met3.png
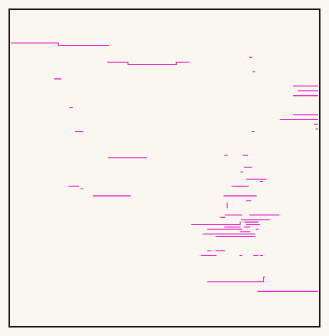
density.png
The die is cut into 9 by 9 equal tiles; white is low, dark blue is high, 0 to 100% covered.
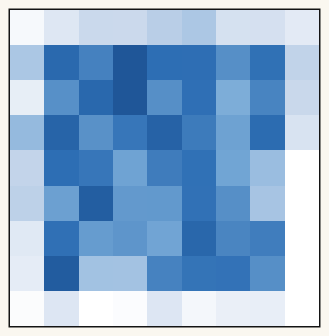
clock_map.png
The bar under the picture is 20 um long.
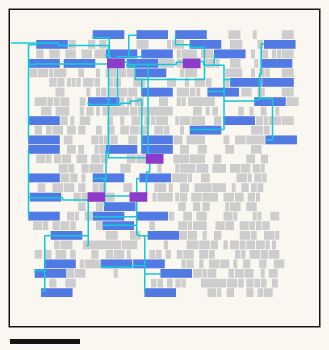
pins.png
Pins as bars across the die edge, other pins in grey.
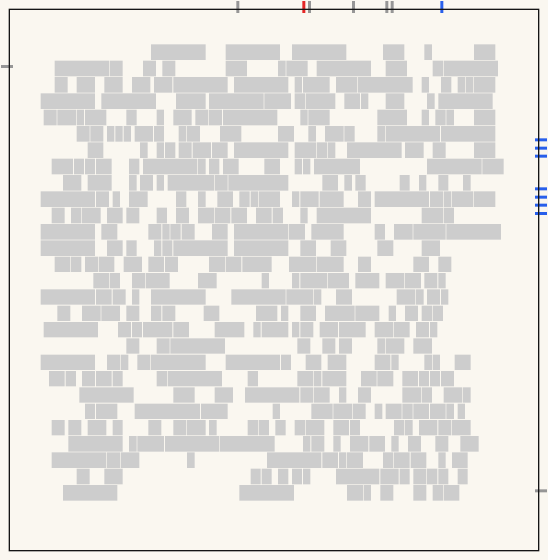
Design morse_rx_decoder, sky130hd; sources not shown.
==> results.txt <==
fresh numbers from the pnr run: Late-Pin Clk Latency 300 ps, DP Area 3580 um^2, Final Hold Violation Tally 0, Power, Total 1.73 mW, IO Pins 16, number of nets in the layout 406, antenna cells 0, Mapped Cells 360, Synth Register Bits 47, Synth Seq Share 36.8%, Worst Tran Pin Value 603 ps, GR Overflow Total 0, PnR worst setup slack 157 ps, syn avg cell area 8.88 um^2, P&R area growth vs syn 15.8%, WL met2 3.75 mm, Top cells by area dfrtp_1, nand2_1, xnor2_1, critical path required time 2720 ps, Top Metal Used met4, min cycle time layout 2320 ps, pre-CTS setup slack 31.1 ps, Top FF cell, synth dfrtp_1, Logic family by area simple AND/OR/NAND/NOR gates, top post-synthesis cells by count dfrtp_1, nand2_1, nand3_1, nor2_1, and2_1, WL met1 3.38 mm, leakage 1.61 nW, CTS tree yes, signal arrival time at the worst endpoint 2560 ps, Synth mux share 2.74%, r2r worst-path depth 9, status completed, most frequent cell after synthesis dfrtp_1, routability cong. 0.954, share of cells above drive strength 1 16.8%, Pre-Repair DR Iteration Count 5, register area 1180 um^2, logic area 1890 um^2, crit path max fanout 5, Basic Gates by Area 31.2%, number of enable flip-flop cells 0, # fillers 559, critical path type flop to flop, post-CTS sizing 0, GRT Overall Usage 20.5%, DR vias/cell 5.91, post-synthesis cell area 3200 um^2, drt wl/cell 16.4 um, Core Area 6130 um^2, # DRC 0, clk root buf clkbuf_8, Post-Synth Adder-Cell Area 3.52%, largest net degree at the start of global routing 27, met3 WL 278 um, FP Rows 29, vias in the first global route 2725, pwr dens 467 nW/um^2, RSZ-0062 raised after global routing false, final HPWL from detailed placement 5.85 mm, Max VDD drop 0.360 mV, CP Capture Type flop, max reg flops 24, Worst Hold Class input pin to async pin, ys async rst share 100%, First DRT Iteration DRCs 126, FF-to-FF setup slack 160 ps, Sink Count 47, Tool Warnings 31, yosys stat cell total 360, post-route insts no fill 471, Num CTS Buffers 5, most common logic cells in the final layout dfrtp_1, nand2_1, buf_4, Final Instance Area 3700 um^2, final cycle utilization of the critical path 93.7%, YS chip area 3200 um^2, Synth cell types 72, Post-CTS Setup Bufs 0, antenna violation net count after detailed routing 0, first-pass GRT wire length 13.0 mm, Yosys top cell area share 36.8%, max-slew violations 0, yosys warns 0, Commonest Layout Cell dfrtp_1, CP Launch Type flop, maximum clock insertion buffer count 2, worst relative slew slack 59.8%, hold slack 176 ps
-- met3.png (at the start) --
The layer holds 3.6% of the routed length. The layer carries 279 um of wire. The wires run mostly horizontal. 37 nets have wire on it. The longest straight run is 17.0 um.
routed via count: 2782
M3 GR Usage: 3.38%
routed wire length: 7.71 mm

-- density.png (at the start) --
14% of the tiles are over 75% full. The mean over all tiles is 46%. The densest ninth of the die: centre. 9.9% of the tiles are nearly empty. The fullest tile reaches 85%.
Final Util: 60.4%
FP Core Util: 52.2%

-- clock_map.png (at the start) --
flip-flops: marked blue, count 47. clock wires: marked cyan, length 617 um. cells driving clock nets: marked purple, count 5.
There are 6 routed clock nets.
Worst Clk Skew: 15.9 ps
P_clk: 0.567 mW
Clk pwr share: 32.8%

-- pins.png (at the start) --
CHAR: marked blue, pins 8, direction output, edge 7 east, 1 north. LED: marked red, pins 1, direction output, edge north.
All pins by edge: 8 east, 7 north, 1 west.
I/O Buffers: 14
die width: 88 um
Die Ht: 90 um

routing by layer:
layer,GRT usage [%],up-vias
li1,-,1366
met1,26.6,1317
met2,32.5,75
met3,3.38,24
met4,10.1,0
met5,0,-
worst max-delay path, cell delays in order, from the launching register on:
cell and delay [ps]:
dfrtp_1 420, inv_1 80, ha_1 260, mux2_2 290, o2bb2ai_1 130, a22o_1 250, o31a_1 310, nor3_2 290
nor4b_1 110, o21ai_1 130
area by class of cell:
type                    count  area share [%]
flip-flops and latches     47            31.7
clock buffers               5            1.86
clock inverters             3            1.18
inverters                  15            1.52
well taps                  77            2.60
repair buffers             44            10.1
multi-input cells         280            51.0
where the power goes:
part           total, mW  switching (mW)  internal, mW
Combinational      0.344           0.198         0.146
Clock              0.567           0.267         0.300
Sequential         0.819          0.0285         0.791
Total               1.73           0.493          1.24
No activity file was given, so power comes from the tool's default toggle rates.
